Fig. 1: run 1, register map, names as in the netlist
(6 px per µm)
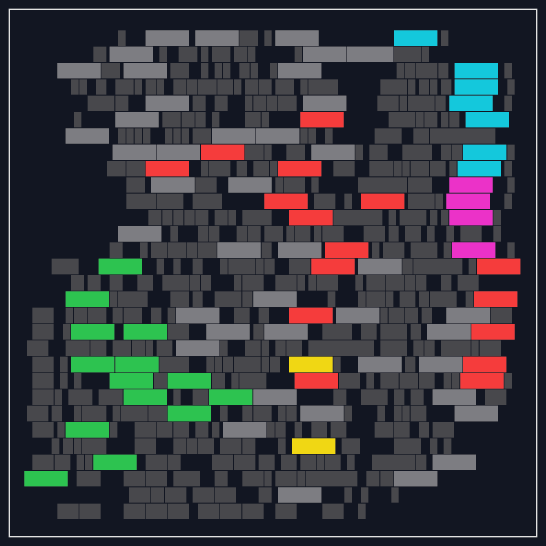
Fig. 2: run 1, layout detail
Window x 24 to 64, y 41 to 81 µm. Cells in gray, sequential cells in the stronger gray; small squares are vias.
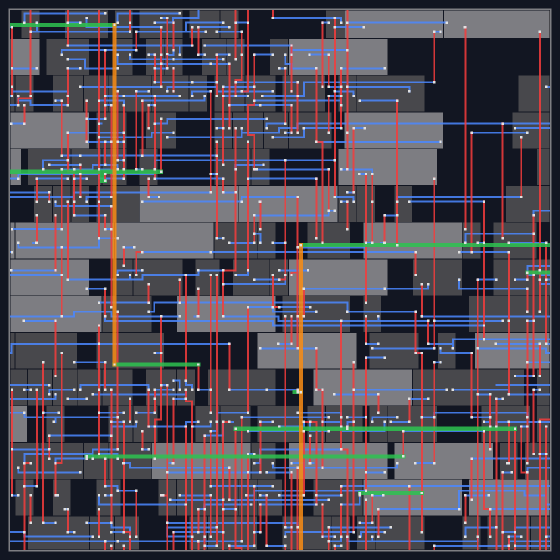
Fig. 3: run 1, selected gate families
(6 px per µm)
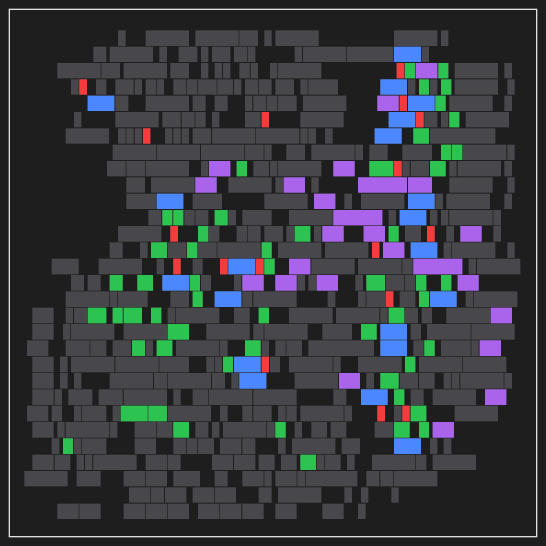
$ cat config.mk
export PLATFORM = sky130hd
export DESIGN_NAME = timeout_display
export DESIGN_NICKNAME = d
export VERILOG_FILES = /design/src/rtl/timeout_display.sv
export SDC_FILE = /design/constraint.sdc
export NUM_CORES = 1
export LEC_CHECK = 0
export CAP_MARGIN = 20
export CORE_MARGIN = 2
export CORE_UTILIZATION = 55
export DETAILED_ROUTE_END_ITERATION = 6
export PLACE_DENSITY = 0.82
export RECOVER_POWER = 50
export SETUP_SLACK_MARGIN = 0.1
export SYNTH_ARGS = -nofsm -noshare
export SYNTH_HDL_FRONTEND = slang
export SYNTH_SLANG_ARGS = --single-unit
$ cat constraint.sdc
create_clock -name clk -period 2.05 [get_ports clk]
set_input_delay 0.615 -clock clk [delete_from_list [all_inputs] [get_ports clk]]
set_output_delay 0.615 -clock clk [all_outputs]
set_load 0.05 [all_outputs]
$ cat src/rtl/timeout_display.sv
// Captures the upstream timer count, converts it to four BCD digits (saturated at 9999)
// and time-multiplexes them onto an active-low 7-segment display. Optional: LEADING_ZERO_BLANK_EN.
module timeout_display #(
  parameter int unsigned SCAN_DIV = 50000
) (
  input  logic        clk,
  input  logic        reset,
  input  logic        sign_enable,
  input  logic [31:0] sign_timeout,
  output logic [6:0]  seg,
  output logic [3:0]  an,
  output logic        busy,
  output logic        overflow
);

  localparam int PW = (SCAN_DIV > 1) ? $clog2(SCAN_DIV) : 1;

  typedef enum logic [1:0] {IDLE, CONVERT, DONE} state_e;

  state_e        state_q, state_d;
  logic          sen_q;
  logic [13:0]   bin_q, bin_d;
  logic [15:0]   bcd_q, bcd_d;
  logic [3:0]    cnt_q, cnt_d;
  logic          ovf_q, ovf_d;
  logic          busy_q, done_q;
  logic [15:0]   dig_q;
  logic [PW-1:0] presc_q;
  logic [1:0]    idx_q;
  logic [3:0]    an_q, an_d;
  logic [6:0]    seg_q, seg_d;
  logic [15:0]   adj;
  logic [3:0]    cur;
  logic          blank;
  logic          rise;

  assign rise = sign_enable & ~sen_q;

  always_comb begin
    state_d = state_q;
    bin_d   = bin_q;
    bcd_d   = bcd_q;
    cnt_d   = cnt_q;
    ovf_d   = ovf_q;
    adj     = bcd_q;
    for (int i = 0; i < 4; i++)
      if (bcd_q[4*i +: 4] >= 4'd5) adj[4*i +: 4] = bcd_q[4*i +: 4] + 4'd3;
    case (state_q)
      IDLE: if (rise) begin
        if (sign_timeout > 32'd9999) begin
          bin_d = 14'd9999;
          ovf_d = 1'b1;
        end else begin
          bin_d = sign_timeout[13:0];
          ovf_d = 1'b0;
        end
        bcd_d   = '0;
        cnt_d   = '0;
        state_d = CONVERT;
      end
      CONVERT: begin
        bcd_d = {adj[14:0], bin_q[13]};
        bin_d = {bin_q[12:0], 1'b0};
        cnt_d = cnt_q + 4'd1;
        if (cnt_q == 4'd13) state_d = DONE;
      end
      DONE:    state_d = IDLE;
      default: state_d = IDLE;
    endcase
  end

  // Display path works off the committed digits only, never the conversion registers.
  always_comb begin
    cur   = dig_q[{idx_q, 2'b00} +: 4];
    blank = 1'b0;
`ifdef LEADING_ZERO_BLANK_EN
    case (idx_q)
      2'd1:    blank = (dig_q[15:4]  == 12'd0);
      2'd2:    blank = (dig_q[15:8]  == 8'd0);
      2'd3:    blank = (dig_q[15:12] == 4'd0);
      default: blank = 1'b0;
    endcase
`endif
    an_d  = 4'b1111;
    seg_d = 7'b1111111;
    if (sign_enable) begin
      an_d = ~(4'b0001 << idx_q);
      if (!blank) begin
        case (cur)
          4'd0:    seg_d = 7'b1000000;
          4'd1:    seg_d = 7'b1111001;
          4'd2:    seg_d = 7'b0100100;
          4'd3:    seg_d = 7'b0110000;
          4'd4:    seg_d = 7'b0011001;
          4'd5:    seg_d = 7'b0010010;
          4'd6:    seg_d = 7'b0000010;
          4'd7:    seg_d = 7'b1111000;
          4'd8:    seg_d = 7'b0000000;
          4'd9:    seg_d = 7'b0010000;
          default: seg_d = 7'b1111111;
        endcase
      end
    end
  end

  always_ff @(posedge clk) begin
    if (reset) begin
      state_q <= IDLE;
      sen_q   <= 1'b0;
      bin_q   <= '0;
      bcd_q   <= '0;
      cnt_q   <= '0;
      ovf_q   <= 1'b0;
      busy_q  <= 1'b0;
      done_q  <= 1'b0;
      dig_q   <= '0;
      presc_q <= '0;
      idx_q   <= '0;
      an_q    <= 4'b1111;
      seg_q   <= 7'b1111111;
    end else begin
      state_q <= state_d;
      sen_q   <= sign_enable;
      bin_q   <= bin_d;
      bcd_q   <= bcd_d;
      cnt_q   <= cnt_d;
      ovf_q   <= ovf_d;
      // One-cycle lag on busy/commit places the digit update at the edge after DONE.
      busy_q  <= (state_q != IDLE);
      done_q  <= (state_q == DONE);
      if (done_q) dig_q <= bcd_q;
      if (presc_q == PW'(SCAN_DIV - 1)) begin
        presc_q <= '0;
        idx_q   <= idx_q + 2'd1;
      end else begin
        presc_q <= presc_q + PW'(1);
      end
      an_q    <= an_d;
      seg_q   <= seg_d;
    end
  end

  assign seg      = seg_q;
  assign an       = an_q;
  assign busy     = busy_q;
  assign overflow = ovf_q;

endmodule

==> qor.rpt, run 1 <==
==========================================================================================
Max-slew violation total from the final report                                           0
Hold violation count in the final report                                                 0
Die width                                                                          87.6 µm
Chip Area, Yosys                                                                  3850 µm²
Max-Cap Viols                                                                            0
Max rail drop VDD                                                                 0.411 mV
Floorplan row count                                                                     30
Capturing element of the worst setup path                                         bin_q[5]
Overall chip area                                                                 7680 µm²
CP Launch Type                                                                   input pin
Logic area                                                                        1990 µm²
Post_cts resized                                                                         1
Startpoint of the most critical register-to-register path                       state_q[0]
TritonCTS clock tree                                                                   yes
Post-Synthesis Net Count                                                               479
Pwr per Cell Area                                                               722 nW/µm²
Area fraction in and, or, nand and nor cells                                         0.204
Pin count of the biggest net entering global routing                                    63
Master cell of the clock root buffer                                          sky130_fd_sc_hd__clkbuf_8
Sequential share of the synthesized area                                             0.442
Share of cells above drive strength 1                                               0.0856
Final layout net count                                                                 529
Yosys warning total                                                                      0
Number of global-route vias before repair                                             2868
CP endpoint kind                                                                  register
Remaining global-route overflow                                                          0
Final clock period utilization by the worst path                                     0.940
Average wire per standard cell                                                     13.8 µm
Post-layout minimum cycle time                                                     1.93 ns
Area delta synth->final                                                              19.2%
Top cell excl fill/tap                                                        sky130_fd_sc_hd__dfxtp_1
Worst max-slew margin expressed relative to the limit                                0.226
Complex Gates by Area                                                                0.115
Adder share                                                                         0.0650
TritonRoute pass-1 iters                                                                 4
Register area                                                                     1700 µm²
DRC violations left                                                                      0
Mean number of vias per cell                                                          5.31
Number of cells in Yosys stat                                                          424
Unique masters post-synth                                                               48
OpenROAD warning count                                                                  38
CTS buffer count                                                                         9
Number of buffers on the longest clock path                                              2
Maximum clock rate                                                               0.519 GHz
Post-DP HPWL                                                                       5.61 mm
Worst r2r path cells                                                                     5
Number of standard cells in the final layout excluding fillers                         575
Average instance area after synthesis                                             9.07 µm²
Starting density of the core                                                         0.566
Multiplexer fraction of the synthesized cell area                                   0.0751
Post-route clock skew                                                            0.0130 ns
Clock net sink count                                                                    85
Class of the most critical hold timing path                                     reg -> reg
Hold buffer count at CTS                                                                 0
End of the worst hold path                                                      presc_q[0]
Worst Path Class, Setup                                                          in -> reg
Count of input and output buffers                                                       47
Crit path DRT                                                                      2.30 ns
Beginning of the worst hold path                                                presc_q[0]
Y dimension of the die                                                             87.6 µm
Regs by FF count                                                              bcd_q: 16 flops, dig_q: 16 flops, presc_q: 16 flops
Count of antenna-violating nets left after detailed routing                              0
Total number of vias                                                                  3051
Final routed wirelength across all metal layers                                    7.94 mm
Crit path launch                                                              sign_timeout[7]
XORs/XNORs by Area                                                                  0.0546
Total routing usage reported by global routing                                       0.215
GP Congestion                                                                        0.784
Core area                                                                         6790 µm²
Main logic family                                                             simple AND/OR/NAND/NOR gates
Clock insertion delay at the later pin of the skew report                          0.35 ns
Highest-count cells in the layout ignoring fill and taps                      84 x sky130_fd_sc_hd__dfxtp_1, 81 x sky130_fd_sc_hd__nor2_1, 33 x sky130_fd_sc_hd__clkdlybuf4s50_1, 21 x sky130_fd_sc_hd__mux2i_1
Minimum setup slack after placement                                              -0.295 ns
Slew @ Worst Pin                                                                   1.16 ns
Antenna diode instance count                                                             0
Unrepaired setup endpoints after global routing                                         no
Standby leakage power                                                              1.70 nW
Syn Std Cell Area                                                                 3850 µm²
Hold Path Cell Cnt                                                                       1
Number of filler cells placed in the layout                                            560
Clock edge transition at the registers on the reported setup and hold paths        0.08 ns
Data arrival at the endpoint of the critical path                                  2.18 ns
H-tree depth                                                                             3
Gate count of the mapped netlist                                                       424
Reg2reg end                                                                       cnt_q[3]
Initial drt markers                                                                    172
Result of the run                                                                completed
==========================================================================================
About Fig. 1:
legend:
  cyan:
    name_in_the_netlist: `seg`
    sequential_cells: 7
    where: north-east
  magenta:
    name_in_the_netlist: `an`
    sequential_cells: 4
  green:
    name_in_the_netlist: `bin_q`
    sequential_cells: 14
  red:
    name_in_the_netlist: `dig_q`
    sequential_cells: 16
  yellow:
    name_in_the_netlist: `state_q`
    sequential_cells: 2
not colored: 42

About Fig. 2:
legend:
  green:
    layer: metal 3
  blue:
    layer: metal 1
  orange:
    layer: metal 4
  red:
    layer: metal 2
cells with their middle in the window: 139
most frequent: nor2_1 (29), dfxtp_1 (22), mux2i_1 (13)
sequential cells in the window: 23
netlist names of flops here include: `dig_q` (9), `presc_q` (7), `bcd_q` (5)

About Fig. 3:
legend:
  blue:
    family: fa/ha/maj cells
    cells: 20
  green:
    family: aoi and oai cells
    cells: 55
  purple:
    family: mux cells
    cells: 25
  red:
    family: inv cells
    cells: 17

==> run 1: Yosys cell counts (all sizes together) <==
| cell | instances | area (µm²) |
|---|---|---|
| a222oi | 1 | 10.0 |
| or4 | 1 | 7.51 |
| nor2b | 2 | 12.5 |
| or2 | 2 | 12.5 |
| a211oi | 3 | 22.5 |
| nand2b | 10 | 62.6 |
| a32oi | 2 | 17.5 |
| o211ai | 2 | 15.0 |
| a21oi | 16 | 80.1 |
| mux2 | 1 | 11.3 |
| xnor2 | 14 | 123 |
| a21boi | 1 | 11.3 |
| a221oi | 1 | 8.76 |
| mux2i | 21 | 210 |
| o21a | 2 | 15.0 |
| and2 | 1 | 6.26 |
| o21ai | 15 | 75.1 |
| dfxtp | 85 | 1700 |
| a21o | 2 | 15.0 |
| o31ai | 2 | 15.0 |
| clkbuf | 13 | 50.0 |
| nand3 | 15 | 75.1 |
| nor4 | 7 | 43.8 |
| nand4 | 7 | 50.1 |
| and2b | 1 | 8.76 |
| o221a | 6 | 67.6 |
| nor3b | 2 | 15.0 |
| nand2 | 21 | 81.3 |
| inv | 17 | 63.8 |
| nor3 | 10 | 50.1 |
| ha | 20 | 250 |
| buf | 9 | 56.3 |
| nor2 | 82 | 310 |
| a22oi | 7 | 52.6 |
| o32ai | 2 | 17.5 |
| nor4b | 1 | 23.8 |
| xor2 | 10 | 87.6 |
| mux4 | 3 | 67.6 |
| and3 | 4 | 25.0 |
| o22ai | 2 | 12.5 |
| a31oi | 1 | 6.26 |
==> run 1: worst max-delay path: stages <==
cell	delay, ns
sky130_fd_sc_hd__clkdlybuf4s50_1	0.45
sky130_fd_sc_hd__nor4_2	0.31
sky130_fd_sc_hd__nor2_1	0.11
sky130_fd_sc_hd__o31ai_2	0.25
sky130_fd_sc_hd__nand2_2	0.16
sky130_fd_sc_hd__buf_4	0.18
sky130_fd_sc_hd__o32ai_1	0.10
==> run 1: through the flow <==
step                area (µm²)  TNS, ns  hold slack (ns)  power, W
floorplan                 3850        0            0.430   0.00193
global placement          4410    -3.72            0.444   0.00206
detailed placement        4410    -4.79            0.454   0.00207
CTS                       4640        0            0.474   0.00335
global route              4590        0            0.493   0.00345
finish                    4590        0            0.467   0.00331
==> run 1: layer usage <==
| layer | share of wire | GRT usage | wire length [µm] | vias to the layer above |
|---|---|---|---|---|
| met5 | 0 | 0 | 0 | - |
| met4 | 0.0068 | 0.0685 | 54 | 0 |
| met3 | 0.040 | 0.0537 | 320 | 5 |
| met2 | 0.50 | 0.361 | 3990 | 58 |
| met1 | 0.45 | 0.272 | 3570 | 1427 |
| li1 | - | - | - | 1561 |
==> run 1: where the power goes <==
group / internal (W) / switching (W) / total (W)
sequential: 0.00169 / 0.0000288 / 0.00172
combinational: 0.000133 / 0.000168 / 0.000301
clock: 0.000697 / 0.000592 / 0.00129
total: 0.00252 / 0.000789 / 0.00331
==> run 1: layout make-up <==
type / instances / area share
Clock buffer: 10 / 0.0278
Clock inverter: 6 / 0.0207
Inverter: 17 / 0.0139
Multi-Input combinational cell: 300 / 0.433
Sequential cell: 85 / 0.371
Tap cell: 96 / 0.0262
Timing Repair Buffer: 61 / 0.107
Fig. 4: run 1, the metal 2 layer
(3 px per µm)
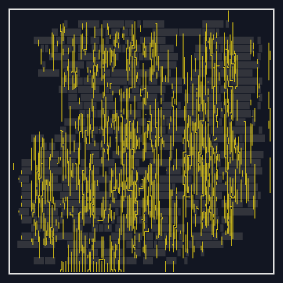

==> inputs of run 2 (changes only) <==
--- a/config.mk
+++ b/config.mk
@@ -6,8 +6,11 @@
 export NUM_CORES = 1
 export LEC_CHECK = 0
 export CAP_MARGIN = 20
+export CELL_PAD_IN_SITES_DETAIL_PLACEMENT = 1
+export CELL_PAD_IN_SITES_GLOBAL_PLACEMENT = 2
+export CORE_ASPECT_RATIO = 1.4
 export CORE_MARGIN = 2
-export CORE_UTILIZATION = 55
+export CORE_UTILIZATION = 34
 export DETAILED_ROUTE_END_ITERATION = 6
 export PLACE_DENSITY = 0.82
 export RECOVER_POWER = 50
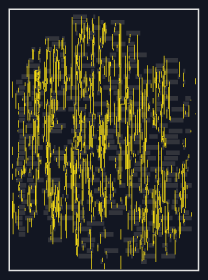
Fig. 5. The metal 2 layer (run 2).
(2 px per µm)
nets with wire on the layer: 461
main direction: vertical

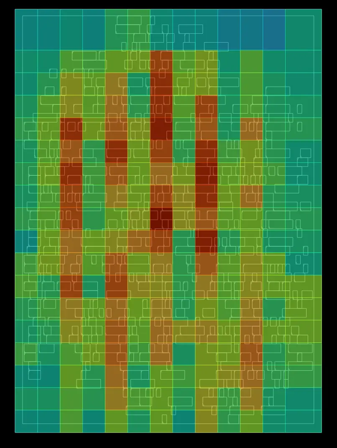
Fig. 6. Routing congestion (run 2).
GR met2 Demand/Resource: 0.285
Finished Core Util: 0.431
total routing usage reported by global routing: 0.154
Top Usage Layer GRT: met2

==> run 2 against run 1 <==
  * Sequential share of layout area fell by 1.7 points
  * Routed wire length rose by 11%
  * Total power rose by 8.5%
  * Non-clock buffer count rose by 7
  * Critical path depth did not move
  * Design area rose by 4.8%
  * Largest cell class unchanged
==> qor.rpt, run 2 <==
==========================================================================================
Result of the run                                                                completed
Unrepaired setup endpoints after global routing                                        yes
CP Launch Type                                                                   input pin
Overall chip area                                                                12200 µm²   +59%
List of most frequent post-synthesis cells                                    85 x sky130_fd_sc_hd__dfxtp_1, 81 x sky130_fd_sc_hd__nor2_1, 21 x sky130_fd_sc_hd__mux2i_1
Floorplan row count                                                                     46   +53%
Final layout net count                                                                 536   +1.3%
Starting density of the core                                                         0.345   -0.222
Total buffers and inverters traversed by the critical path                               2   unchanged
Core area                                                                        11200 µm²   +64%
Ordered cell list for the critical path                                       clkdlybuf4s50_1, nor4_1, nand4_2, nor2_4, nand2_4, buf_4, o32ai_1
Pwr per Cell Area                                                               747 nW/µm²   +3.5%
Async set-or-reset flop fraction in the synthesized netlist                              0   unchanged
Reg2reg end                                                                       cnt_q[3]
Leading cell types by total area after synthesis                              sky130_fd_sc_hd__dfxtp_1 44%, sky130_fd_sc_hd__nor2_1 7.9%, sky130_fd_sc_hd__ha_1 6.5%, sky130_fd_sc_hd__mux2i_1 5.5%, sky130_fd_sc_hd__xnor2_1 3.2%
Syn Std Cell Area                                                                 3850 µm²   unchanged
Average instance area after synthesis                                             9.07 µm²   unchanged
TritonCTS clock tree                                                                   yes
End of the worst hold path                                                      presc_q[0]
Critical-path cell with the highest stage delay                               sky130_fd_sc_hd__clkdlybuf4s50_1
Logic area                                                                        2020 µm²   +1.4%
Max-slew violation total from the final report                                           0   unchanged
OpenROAD warning count                                                                  39   +2.6%
Worst Path Class, Setup                                                          in -> reg
DRC violations left                                                                      0   unchanged
CP endpoint kind                                                                  register
Startpoint of the most critical register-to-register path                       state_q[0]
# IOs                                                                                   48
Standby leakage power                                                              1.78 nW   +4.7%
Sum of internal, switching and leakage power                                     0.00359 W   +8.5%
CTS buffer count                                                                         9   unchanged
Sequential share of the synthesized area                                             0.442   unchanged
Remaining global-route overflow                                                          0   unchanged
Maximum clock rate                                                               0.539 GHz   +4.0%
Beginning of the worst hold path                                                presc_q[0]
Number of cells in Yosys stat                                                          424   unchanged
Clock net sink count                                                                    85   unchanged
Dominant register cell in the synthesized netlist                             sky130_fd_sc_hd__dfxtp_1
Yosys warning total                                                                      0   unchanged
Chip Area, Yosys                                                                  3850 µm²   unchanged
Post-route clock skew                                                           0.00975 ns   -0.00321 ns
Final clock period utilization by the worst path                                     0.904   -0.0359
Slowest stage delay, CP                                                            0.40 ns   -0.05 ns
Highest-count cells in the layout ignoring fill and taps                      84 x sky130_fd_sc_hd__dfxtp_1, 81 x sky130_fd_sc_hd__nor2_1, 31 x sky130_fd_sc_hd__clkdlybuf4s50_1, 21 x sky130_fd_sc_hd__mux2i_1
Flip-flops with a built-in enable                                                        0   unchanged
Largest area contributor in the netlist                                       sky130_fd_sc_hd__dfxtp_1
Share of cells above drive strength 1                                                0.103   +0.0173
Data arrival at the endpoint of the critical path                                  2.09 ns   -0.09 ns
Worst max-slew margin expressed relative to the limit                                0.208   -0.0174
Register area                                                                     1700 µm²   unchanged
Class of the most critical hold timing path                                     reg -> reg
Most repeated cell in the gate-level netlist after synthesis                  sky130_fd_sc_hd__dfxtp_1
Hold violation count in the final report                                                 0   unchanged
Y dimension of the die                                                              130 µm   +48%
Worst hold slack after final layout                                               0.465 ns   -0.00231 ns
Clock insertion delay at the later pin of the skew report                          0.34 ns   about the same
Setup TNS                                                                             0 ns   unchanged
Slew @ Worst Pin                                                                   1.19 ns   +0.0261 ns
Number of filler cells placed in the layout                                           1310   +130%
Share of Yosys cell area claimed by the top area cell type                           0.442   unchanged
Hold Path Cell Cnt                                                                       1   unchanged
Master cell of the clock root buffer                                          sky130_fd_sc_hd__clkbuf_16
Gate count of the mapped netlist                                                       424   unchanged
Unique masters post-synth                                                               48   unchanged
Max rail drop VDD                                                                 0.390 mV   -5.2%
Count of antenna-violating nets left after detailed routing                              0   unchanged
TritonRoute pass-1 iters                                                                 4   unchanged
Mean number of vias per cell                                                          4.96   -6.5%
Die width                                                                          93.9 µm   +7.1%
Top cell excl fill/tap                                                        sky130_fd_sc_hd__dfxtp_1
Pin count of the biggest net entering global routing                                    63   unchanged
Number of buffers on the longest clock path                                              2   unchanged
Average wire per standard cell                                                     14.0 µm   +1.4%
Total number of vias                                                                  3125   +2.4%
Antenna diode instance count                                                             0   unchanged
Number of global-route vias before repair                                             3229   +13%
Post-layout minimum cycle time                                                     1.85 ns   -0.0736 ns
Crit path DRT                                                                      2.29 ns   about the same
H-tree depth                                                                             3   unchanged
Max-Cap Viols                                                                            0   unchanged
Worst r2r path cells                                                                     5   unchanged
Initial drt markers                                                                     83   -52%
Post-Synthesis Net Count                                                               479   unchanged
Clock edge transition at the registers on the reported setup and hold paths        0.07 ns   about the same
GP Congestion                                                                        0.750   -4.4%
Area delta synth->final                                                              24.9%
Final routed wirelength across all metal layers                                    8.82 mm   +11%
==========================================================================================
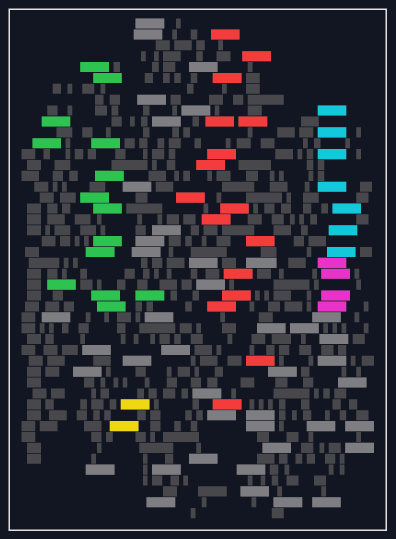
Fig. 7. Register map, names as in the netlist (run 2).
(4 px per µm)
legend:
  green:
    name_in_the_netlist: `bin_q`
    sequential_cells: 14
  yellow:
    name_in_the_netlist: `state_q`
    sequential_cells: 2
  cyan:
    name_in_the_netlist: `seg`
    sequential_cells: 7
  magenta:
    name_in_the_netlist: `an`
    sequential_cells: 4
    where: east
  red:
    name_in_the_netlist: `dig_q`
    sequential_cells: 16

[run 2: kinds of logic (layout without fill, tap and decap cells)]
group | after synthesis | in the layout | share of synthesized area
AOI/OAI and AO/OA | 65 | 65 | 0.115
muxes | 25 | 25 | 0.0751
and+or+nand+nor | 166 | 166 | 0.204
xor gates and xnor gates | 24 | 24 | 0.0546
buffers and inverters | 39 | 101 | 0.0442
DFF | 85 | 85 | 0.442
adders and majority gates | 20 | 20 | 0.0650
[run 2: power breakdown]
part / leakage [nW] / switching [W] / internal, W / total (W)
Combinational: 0.949 / 0.000176 / 0.000142 / 0.000318
Sequential: 0.692 / 0.0000286 / 0.00170 / 0.00172
Clock: 0.135 / 0.000689 / 0.000862 / 0.00155
Total: 1.78 / 0.000894 / 0.00270 / 0.00359
[run 2: what timing repair did]
item / in CTS / in global routing
pin swaps: 0 / 4
setup buffers: 0 / 1
hold endpoints to repair: 0 / 0
hold buffers: 0 / 0
resized: 6 / 8
setup endpoints to repair: 6 / 24
[run 2: how the worst max path moves through the flow]
stage                      from  cells after the start         to
2_1_floorplan   sign_timeout[7]                      6  bin_q[10]
3_3_place_gp    sign_timeout[7]                      6   bin_q[1]
3_5_place_dp    sign_timeout[7]                      6   bin_q[1]
4_1_cts        sign_timeout[16]                      7   bin_q[5]
5_1_grt              state_q[0]                      5   cnt_q[3]
6_report       sign_timeout[30]                      7   bin_q[5]
[run 2: per-layer routing]
layer  share of wire  global-route usage
met1            0.43               0.169
met2            0.52               0.285
met3           0.035              0.0329
met4           0.013              0.0656
met5               0                   0
[run 2: layout make-up]
cell class	instances	share of cell area
Clock buffer	10	0.0497
Clock inverter	6	0.00963
Inverter	17	0.0133
Multi-Input combinational cell	300	0.420
Sequential cell	85	0.354
Tap cell	144	0.0375
Timing Repair Buffer	68	0.116
[run 2: stage by stage]
stage,worst slack [ns],area [µm²],cells
CTS,0.133,4830,629
global placement,-0.233,4540,613
finish,0.196,4810,630
detailed placement,-0.263,4540,613
floorplan,0.282,3850,424
global route,0.0416,4810,630
No activity file was given, so power comes from the tool's default toggle rates.
